`src/rtl/cache_axi_rd_arbiter_pkg.sv`:
```
// Shared types and AXI constants for the icache/dcache read arbiter.
package cache_axi_rd_arbiter_pkg;

    localparam logic [2:0] SIZE_4B    = 3'b010;
    localparam logic [1:0] BURST_INCR = 2'b01;

    typedef enum logic [1:0] {
        ST_IDLE,
        ST_AR,
        ST_R
    } state_e;

    typedef enum logic {
        GNT_I,
        GNT_D
    } grant_e;

    // Round-robin choice: a lone requester wins, a tie goes to the side not served last.
    function automatic grant_e rr_pick(input logic req_i, input logic req_d, input grant_e last);
        grant_e pick;
        if (req_i && req_d) begin
            pick = (last == GNT_D) ? GNT_I : GNT_D;
        end else if (req_i) begin
            pick = GNT_I;
        end else begin
            pick = GNT_D;
        end
        return pick;
    endfunction

endpackage

```
`src/rtl/cache_axi_rd_arbiter.sv`:
```
// Muxes icache and dcache read requests onto one AXI read master, one burst at a time,
// routing returned beats to the granted cache and flagging burst-length / ID errors.
module cache_axi_rd_arbiter
    import cache_axi_rd_arbiter_pkg::*;
#(
    parameter logic [3:0] ID_I = 4'd0,
    parameter logic [3:0] ID_D = 4'd1
) (
    input  logic        clk,
    input  logic        resetn,

    input  logic [31:0] i_araddr,
    input  logic [7:0]  i_arlen,
    input  logic        i_arvalid,
    output logic        i_arready,
    output logic [31:0] i_rdata,
    output logic        i_rvalid,
    output logic        i_rlast,
    input  logic        i_rready,

    input  logic [31:0] d_araddr,
    input  logic [7:0]  d_arlen,
    input  logic        d_arvalid,
    output logic        d_arready,
    output logic [31:0] d_rdata,
    output logic        d_rvalid,
    output logic        d_rlast,
    input  logic        d_rready,

    output logic [3:0]  arid,
    output logic [31:0] araddr,
    output logic [7:0]  arlen,
    output logic [2:0]  arsize,
    output logic [1:0]  arburst,
    output logic        arvalid,
    input  logic        arready,

    input  logic [3:0]  rid,
    input  logic [31:0] rdata,
    input  logic        rvalid,
    input  logic        rlast,
    output logic        rready,

    output logic        err
);

    state_e     state_q, state_d;
    grant_e     last_grant_q, last_grant_d;
    logic [7:0] len_q;
    logic [7:0] beat_cnt_q;
    logic       err_q;

    logic       gnt_d_side;
    logic       in_ar;
    logic       in_r;
    logic [3:0] gnt_id;
    logic       beat;
    logic       bad_beat;

    // last_grant_q doubles as the current grant while a burst is in flight.
    assign gnt_d_side = (last_grant_q == GNT_D);
    assign in_ar      = (state_q == ST_AR);
    assign in_r       = (state_q == ST_R);
    assign gnt_id     = gnt_d_side ? ID_D : ID_I;

    // NOTE: every signal written in always_comb gets a default first so no path can infer a latch.
    always_comb begin
        state_d      = state_q;
        last_grant_d = last_grant_q;
        case (state_q)
            ST_IDLE: begin
                if (i_arvalid || d_arvalid) begin
                    last_grant_d = rr_pick(i_arvalid, d_arvalid, last_grant_q);
                    state_d      = ST_AR;
                end
            end
            ST_AR: begin
                if (arready) begin
                    state_d = ST_R;
                end
            end
            ST_R: begin
                if (beat && rlast) begin
                    state_d = ST_IDLE;
                end
            end
            default: state_d = ST_IDLE;
        endcase
    end

    assign arvalid = in_ar;
    assign arid    = in_ar ? gnt_id : 4'd0;
    assign araddr  = in_ar ? (gnt_d_side ? d_araddr : i_araddr) : 32'd0;
    assign arlen   = in_ar ? (gnt_d_side ? d_arlen : i_arlen) : 8'd0;
    assign arsize  = SIZE_4B;
    assign arburst = BURST_INCR;

    assign i_arready = in_ar && !gnt_d_side && arready;
    assign d_arready = in_ar &&  gnt_d_side && arready;

    assign rready   = in_r && (gnt_d_side ? d_rready : i_rready);
    assign i_rvalid = in_r && !gnt_d_side && rvalid;
    assign d_rvalid = in_r &&  gnt_d_side && rvalid;
    assign i_rlast  = in_r && !gnt_d_side && rvalid && rlast;
    assign d_rlast  = in_r &&  gnt_d_side && rvalid && rlast;
    assign i_rdata  = rdata;
    assign d_rdata  = rdata;

    assign beat = in_r && rvalid && rready;

    // rlast must coincide exactly with the beat whose index equals the granted length.
    assign bad_beat = (rlast != (beat_cnt_q == len_q)) || (rid != gnt_id);

    // NOTE: sequential state uses non-blocking assignments so every register samples pre-edge values.
    always_ff @(posedge clk or negedge resetn) begin
        if (!resetn) begin
            state_q      <= ST_IDLE;
            last_grant_q <= GNT_D;
            len_q        <= 8'd0;
            beat_cnt_q   <= 8'd0;
            err_q        <= 1'b0;
        end else begin
            state_q      <= state_d;
            last_grant_q <= last_grant_d;
            if (in_ar && arready) begin
                len_q      <= arlen;
                beat_cnt_q <= 8'd0;
            end else if (beat) begin
                beat_cnt_q <= beat_cnt_q + 8'd1;
            end
            if (beat && bad_beat) begin
                err_q <= 1'b1;
            end
        end
    end

    assign err = err_q;

endmodule

```
`config.mk`:
```
export PLATFORM = sky130hd
export DESIGN_NAME = cache_axi_rd_arbiter
export DESIGN_NICKNAME = d
export VERILOG_FILES = /design/src/rtl/cache_axi_rd_arbiter_pkg.sv /design/src/rtl/cache_axi_rd_arbiter.sv
export SDC_FILE = /design/constraint.sdc
export NUM_CORES = 1
export LEC_CHECK = 0
export ABC_AREA = 1
export CAP_MARGIN = 10
export CORE_AREA = 2 2 96 98
export DETAILED_ROUTE_END_ITERATION = 8
export DIE_AREA = 0 0 98 100
export GPL_TIMING_DRIVEN = 0
export PLACE_DENSITY = 0.76
export SLEW_MARGIN = 10
export SYNTH_ARGS = -nofsm -noshare
export SYNTH_HDL_FRONTEND = slang
export SYNTH_SLANG_ARGS = --single-unit
```
`constraint.sdc`:
```
create_clock -name clk -period 4.66 [get_ports clk]
set_clock_uncertainty 0.15 [all_clocks]
set_input_delay 0.699 -clock clk [delete_from_list [all_inputs] [get_ports clk]]
set_output_delay 0.699 -clock clk [all_outputs]
set_load 0.1 [all_outputs]
```
Figure 1. Sequential cells coloured by netlist name (run 1).
Scale bar: 20 um. Other sequential cells in the stronger grey, the rest of the logic in the fainter grey.
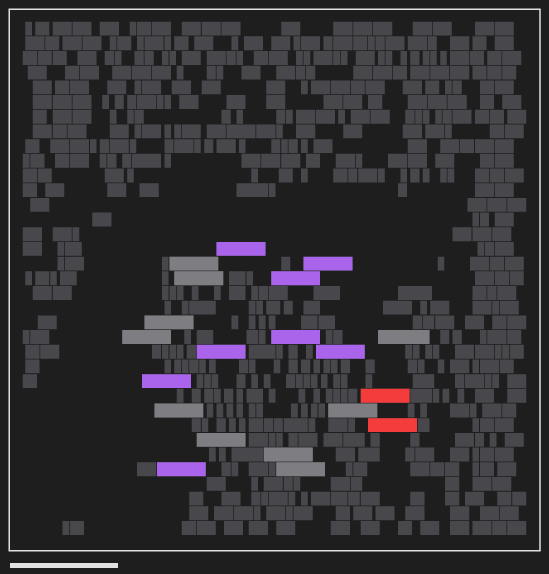
[beat_cnt_q] purple | flops: 8
[state_q] red | flops: 2

Figure 2. Sizing map (run 1).
Scale bar: 20 um.
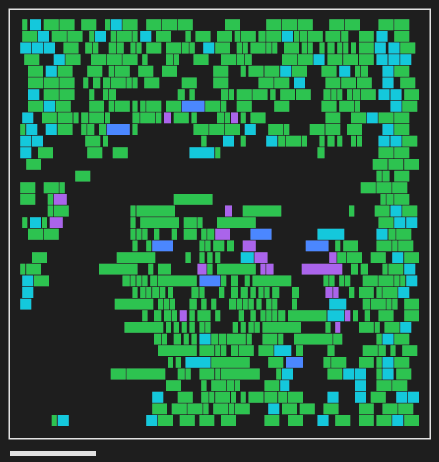
[x3 and x4] cyan | cells: 81 | share: 14% | most used: buf_4
[x2] purple | cells: 18 | share: 3.1% | most used: buf_2
[x1 and smaller] green | cells: 473 | share: 82% | most used: clkdlybuf4s50_1
[x6 and larger] blue | cells: 7 | share: 1.2%
synthesis-to-layout area growth: 97.3%
setup slack after layout: 0.783 ns
final instance area: 4600 um^2

Figure 3. Wire density map (run 1).
The die is cut into 20 by 20 equal tiles; dark blue is low, red is high, scaled to the fullest tile. Values are wire area over tile area, all layers added.
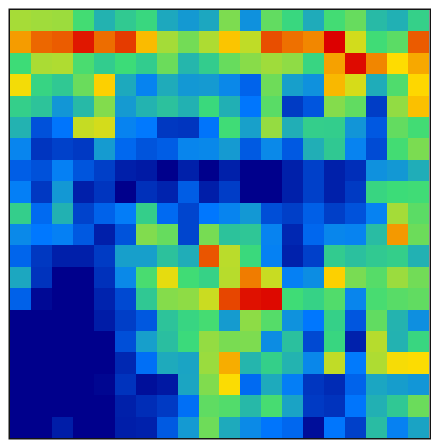
mean over tiles: 0.16
tiles over half the peak: 30%
nearly empty tiles: 10%
emptiest ninth of the die: bottom left
routed wire length per instance: 13.6 um
detailed-route wire length: 9.41 mm
global router's overall resource usage: 18.0%
number of vias in the routed layout: 2943

Figure 4. Routed clock nets over the placement (run 1).
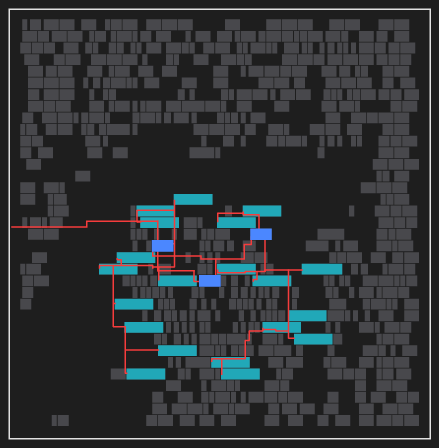
[flip-flops] cyan | count: 20
[clock-net drivers] blue | count: 3
[clock wires] red | length: 285 um
routed clock nets: 4

## run 1: area by class of cell
type | instances | area [um^2]
sequential | 20 | 502
timing repair buffer | 206 | 2060
multi-input combinational | 239 | 1110
clock buffer | 4 | 45.0
fill | 861 | 4290
inverter | 23 | 90.1
tap | 111 | 139
buffer | 87 | 649
## run 1: state kept, by name, summed over array words and instances, names as in the netlist
signal,cells
beat_cnt_q,8
len_q,8
err,1
state_q,2
gnt_d_side,1
## run 1: through the flow
step	util, %	cell area [um^2]	hold WS (ns)	total power, uW	std cells
floorplan	-	2350	0.253	2130	369
global placement	51.2	4560	0.302	2700	686
detailed placement	51.2	4560	0.329	2720	686
CTS	51.8	4600	0.352	2850	690
global route	51.8	4600	0.378	2960	690
finish	51.8	4600	0.351	2820	690
## run 1: path summary, 6_finish.rpt
kind,from,end,slack (ns),depth (start not counted)
worst max-delay path,gnt_d_side,araddr[15],0.78,5
worst min-delay path,err,err,0.35,2
min in group asynchronous,resetn,len_q[1],0.79,1
worst max register to register,gnt_d_side,len_q[3],2.98,5
max in group asynchronous,resetn,beat_cnt_q[6],3.02,1
worst min register to register,err,err,0.35,2
## run 1: layer usage
layer	global-route usage (%)	share of wire (%)	up-vias
li1	-	-	1485
met1	21.7	38	1311
met2	33.0	53	137
met3	4.53	8.0	10
met4	2.35	1.1	0
met5	0	0	-
## run 1: where the power goes
group	switching, uW	total [uW]	internal (uW)	leakage [uW]
Clock	55.8	117	60.8	0.0000228
Combinational	1860	2450	598	0.00179
Sequential	33.6	251	217	0.000263
## run 1: cell families after synthesis
logic type      count (synthesis)  share of synthesized area, %
other cells                     2                         0.322
xor+xnor                        5                          1.88
fa+ha+maj                       1                         0.536
buf+inv                       110                          31.7
simple gates                  166                          29.7
compound gates                 59                          14.3
flops                          20                          21.5
==> changes_impl.md, run 1 <==
### Metrics

- Root cell of the clock tree: sky130_fd_sc_hd__clkbuf_8
- Nets@finish: just over 700
- Clock slew seen by the registers of the worst setup and hold paths: around 0.07 ns
- Chip area: a little under 10000 um^2
- Most frequent standard cell in the layout excluding fill and tap cells: sky130_fd_sc_hd__clkdlybuf4s50_1
- Async set-or-reset flop fraction in the synthesized netlist: 100%
- Post-synth top cells: sky130_fd_sc_hd__nand2_1 (135), sky130_fd_sc_hd__buf_4 (73), sky130_fd_sc_hd__a21oi_1 (40)
- Outcome: finished, final reports clean
- Wire length of the first global-routing pass: approximately 14 mm
- Yosys cell count: about 360
- Gr ovfl total: 0
- Number of buffers created by CTS: 3
- Cell taking the most area after synthesis: sky130_fd_sc_hd__buf_4
- Data required time at the worst endpoint: about 3.8 ns
- Height of the die: approximately 100 um
- Data arrival time of the critical path: 3.03 ns
- Placeable Area: between 8000 and 9000 um^2
- DRC violations left: 0
- Total negative slack: 0 ns
- Leakage: approximately 0.0021 uW
- CTS Hold Bufs: 0
- Final weighted congestion in routability-driven placement: roughly 0.88
- Synthesized area per cell: 6.42 um^2
- Top area cell types: sky130_fd_sc_hd__buf_4 (23%), sky130_fd_sc_hd__nand2_1 (22%), sky130_fd_sc_hd__dfrtp_1 (20%)
- Half-perimeter wire length after placement: just over 8 mm
- Number of warnings in the stage logs: 26
- Slew at the pin with the worst max-slew slack: approximately 1.0 ns
- Unique cell types: 35
- Number of violations reported at the end of detailed-routing iteration 0: approximately 140
- Worst-path cell with the longest stage delay: sky130_fd_sc_hd__clkdlybuf4s50_1
- Flip-flops with a built-in enable: 0
- Skew-Pair Late Insertion Delay: roughly 0.26 ns
- Yosys stat chip area: about 2300 um^2
- Clock sink total: 20
- Worst slew margin relative to its limit: between 20% and 30%
- Crit path max-delay family: buffers and inverters
- Setup repair after global routing missed its margin: no
- Floorplan core density: between 20% and 30%
- Share of the synthesized area in the top cell type: between 20% and 30%
- Worst-case vdd ir drop: between 0.0003 and 0.0004 V
- Via density per instance: 4.27
- Maximum clock rate: 0.258 GHz
- Maximum level of the CTS H-tree: 1
- Proportion of layout cells with a drive suffix above 1: 18.3%
- Proportion of synthesized chip area in sequential cells: 21.5%
- Site Rows: 35
- I/O pin cnt: roughly 250
- Time the worst path needs with I/O delays and setup: 3.88 ns
- Cell with the most instances after synthesis: sky130_fd_sc_hd__nand2_1
- Maximum capacitance violations: 0
- Final-report max-slew violation count: 0
- Final Hold Violation Tally: 0
- Die boundary width: approximately 98 um
- Most numerous logic cells after layout: sky130_fd_sc_hd__clkdlybuf4s50_1 (206), sky130_fd_sc_hd__nand2_1 (135), sky130_fd_sc_hd__buf_4 (73)
- Prevailing post-synth register cell: sky130_fd_sc_hd__dfrtp_1
- Number of antenna repair diodes: 0
- Critical path endpoint category: primary output
- Via count of the first global-routing pass: around 2.8k
- Remaining antenna violation count: 0
- Maximum fanout encountered on the critical timing path: 10
- Cell breakdown of the critical path: buf_2, clkbuf_1, nand2_1, a21oi_1, clkdlybuf4s50_1
- Pwr dens: 613 nW/um^2
- Clock tree from TritonCTS: built
- Total of cells resized after clock tree synthesis: 0
- Combined buffer and inverter count along the critical path: 3
- Critical path launch point type: flip-flop
- Maximum buffer depth of the clock tree: 2
- Final setup violation count: 0
- Total setup buffers inserted after CTS: 0
- Number of synthesized register bits: 20
- Initial antenna violation count: 0
- Maximum number of pins on one net before global-route repair: 21
- IO buf count: a little over 200
- Number of warnings printed during yosys synthesis: 0
- Critical Path Max Stage Delay: 1.18 ns
- Mapped Area: 2330 um^2
- Type of the worst setup path: reg2out
- Fin crit share: a little over four fifths
- Number of detailed-route iterations in the first pass: 6
- Worst hold-check path type: reg2reg
- Setup Slack @ Placement: 1.05 ns
- Post-Synthesis Cells: about 360
## Run 2: what changed since run 1
- clock period: 4.66 -> 4 ns (I/O delays scaled with it)
Figure 5. Sequential cells coloured by netlist name (run 2).
Scale bar: 20 um. Other sequential cells in the stronger grey, the rest of the logic in the fainter grey.
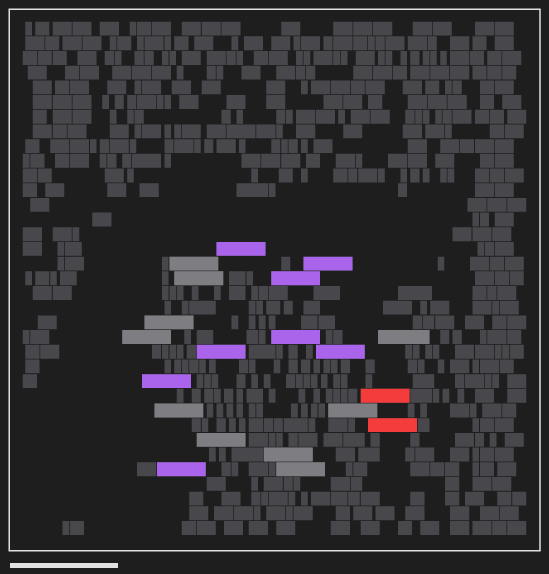
[state_q] red | flops: 2
[beat_cnt_q] purple | flops: 8
not coloured: 10
Finished Core Util: 51.8%
sequential share of cell area: 10.9%
sequential standard cell area: 502 um^2

==> run 2 against run 1 <==
Compared with the run above: clock power up about 20%; setup slack worse by 0.56 ns; critical path type unchanged; largest power group unchanged; hold slack unchanged; flip-flop count unchanged; core utilization unchanged.
==> changes_impl.md, run 2 <==
### Metrics

- Outcome: finished, final reports clean
- Worst-path cell with the longest stage delay: sky130_fd_sc_hd__clkdlybuf4s50_1
- Initial antenna violation count: 0
- Gr ovfl total: 0
- Detailed-route wire length: around 9.4 mm
- Worst slew margin relative to its limit: between 20 and 30%
- Height of the die: roughly 100 um
- Reg2reg end: len_q[3]
- Maximum level of the CTS H-tree: 1
- Half-perimeter wire length after placement: about 8.1 mm
- Critical path endpoint category: primary output
- Site Rows: 35
- Share of the synthesized area in the top cell type: a little under a quarter
- Number of antenna repair diodes: 0
- Maximum fanout encountered on the critical timing path: 10
- Leakage: 0.00207 uW
- Synthesis-to-layout area growth: 97.3%
- Clock tree from TritonCTS: built
- Cell with the most instances after synthesis: sky130_fd_sc_hd__nand2_1
- Chip area: between 9000 and 10000 um^2
- Data required time at the worst endpoint: 3.25 ns
- Pwr dens: ~710 nW/um^2
- Number of buffers created by CTS: 3
- Critical Path Max Stage Delay: between 1 and 1.5 ns
- Total of cells resized after clock tree synthesis: 0
- I/O pin cnt: around 250
- Global router's overall resource usage: between 10% and 20%
- Time the worst path needs with I/O delays and setup: between 3 and 4 ns
- Setup repair after global routing missed its margin: no
- Async set-or-reset flop fraction in the synthesized netlist: 100%
- Type of the worst setup path: reg2out
- Slew at the pin with the worst max-slew slack: 1.05 ns
- Proportion of synthesized chip area in sequential cells: 21.5%
- Instance count after placement with tap cells included: between 600 and 700
- Final weighted congestion in routability-driven placement: 0.884
- Via count of the first global-routing pass: roughly 2.8k
- Number of warnings in the stage logs: 26
- Via density per instance: 4.27
- Proportion of layout cells with a drive suffix above 1: 18.3%
- Total negative slack: 0 ns
- Total setup buffers inserted after CTS: 0
- Final Hold Violation Tally: 0
- Number of stages on the worst hold path: 2
- Number of violations reported at the end of detailed-routing iteration 0: 141
- Hold Startpoint: err
- Prevailing post-synth register cell: sky130_fd_sc_hd__dfrtp_1
- Setup slack after layout: 0.222 ns
- Setup slack on the worst flop-to-flop path: approximately 2.3 ns
- Final setup violation count: 0
- Number of detailed-route iterations in the first pass: 6
- Wire length of the first global-routing pass: between 10 and 15 mm
- Synthesized area per cell: ~6.4 um^2
- Yosys stat chip area: between 2000 and 2500 um^2
- Combined buffer and inverter count along the critical path: 3
- Maximum number of pins on one net before global-route repair: 21
- Placeable Area: around 8900 um^2
- Flip-flops with a built-in enable: 0
- Skew-Pair Late Insertion Delay: about 0.26 ns
- Data arrival time of the critical path: 3.03 ns
- Critical path launch point type: flip-flop
- Mapped Area: between 2000 and 2500 um^2
- Number of synthesized register bits: 20
- Worst reg2reg startpoint: gnt_d_side
- Remaining antenna violation count: 0
- Number of warnings printed during yosys synthesis: 0
- Maximum buffer depth of the clock tree: 2
- Post-Synthesis Cells: approximately 360
- Worst hold-check path type: reg2reg
- Crit path max-delay family: buffers and inverters
- Biggest regs: beat_cnt_q x8, len_q x8, state_q x2
- Die boundary width: between 90 and 100 um
- Cell breakdown of the critical path: buf_2, clkbuf_1, nand2_1, a21oi_1, clkdlybuf4s50_1
- Clock sink total: 20
- Unique cell types: 35
- CTS Hold Bufs: 0
- Most frequent standard cell in the layout excluding fill and tap cells: sky130_fd_sc_hd__clkdlybuf4s50_1
- DRC violations left: 0
- Final-report max-slew violation count: 0
- Yosys cell count: 363
- Post-synth top cells: sky130_fd_sc_hd__nand2_1 (135), sky130_fd_sc_hd__buf_4 (73), sky130_fd_sc_hd__a21oi_1 (40)
- Clock slew seen by the registers of the worst setup and hold paths: 0.07 ns
- Non-filler instance count after layout: just under 700
- IO buf count: 206
- Number of vias in the routed layout: 2943
- Maximum capacitance violations: 0
- Floorplan core density: 26.2%
- Depth of the worst register-to-register path: 5
- Nets@finish: between 700 and 800
- Hold Path End: err
- Routed wire length per instance: roughly 14 um
- Cell taking the most area after synthesis: sky130_fd_sc_hd__buf_4
- Root cell of the clock tree: sky130_fd_sc_hd__clkbuf_8
- Fin crit share: 94.5%
- Hold Slack: around 0.35 ns
- Worst-case vdd ir drop: roughly 0.00039 V
- Setup Slack @ Placement: around 0.52 ns
- Maximum clock rate: around 0.26 GHz
- Top area cell types: sky130_fd_sc_hd__buf_4 (23%), sky130_fd_sc_hd__nand2_1 (22%), sky130_fd_sc_hd__dfrtp_1 (20%)
- Most numerous logic cells after layout: sky130_fd_sc_hd__clkdlybuf4s50_1 (206), sky130_fd_sc_hd__nand2_1 (135), sky130_fd_sc_hd__buf_4 (73)
==> run 2: cell counts in the layout (fill, tap and decap cells not counted) <==
Identical to the previous run, type by type.
==> run 2: worst max path at each step <==
| stage | slack, ns | from | depth (start not counted) | to |
|---|---|---|---|---|
| CTS | 0.23 | gnt_d_side | 5 | araddr[15] |
| global placement | 0.58 | arready | 5 | i_arready |
| finish | 0.22 | gnt_d_side | 5 | araddr[15] |
| floorplan | 0.37 | gnt_d_side | 3 | d_rlast |
| global route | 0.07 | gnt_d_side | 5 | araddr[15] |
| detailed placement | 0.52 | gnt_d_side | 5 | araddr[15] |
==> run 2: through the flow <==
step	cell area, um^2	power [uW]
after global placement	4560	3140
final	4600	3290
after CTS	4600	3310
after detailed placement	4560	3170
after global routing	4600	3450
after floorplan	2350	2490
==> run 2: power breakdown <==
part	switching [uW]	internal, uW
Combinational	2160	697
Clock	65.0	70.9
Sequential	39.2	253
Total	2270	1020
==> run 2: logic make-up (layout without fill, tap and decap cells) <==
kind of cell | Yosys count | count (layout) | synth area share [%]
fa+ha+maj | 1 | 1 | 0.536
flops | 20 | 20 | 21.5
simple gates | 166 | 166 | 29.7
buf+inv | 110 | 320 | 31.7
compound gates | 59 | 59 | 14.3
other cells | 2 | 8 | 0.322
xor+xnor | 5 | 5 | 1.88
==> run 2: final cells by class <==
cell class / count / area, um^2
timing repair buffer: 206 / 2060
sequential: 20 / 502
buffer: 87 / 649
fill: 861 / 4290
clock buffer: 4 / 45.0
tap: 111 / 139
multi-input combinational: 239 / 1110
inverter: 23 / 90.1
==> run 2: routing by layer <==
layer	track usage, %	share of wire [%]
met5	0	0
met2	33.0	53
met3	4.53	8.0
met4	2.35	1.1
met1	21.7	38
Power and IR drop assume default switching activity.
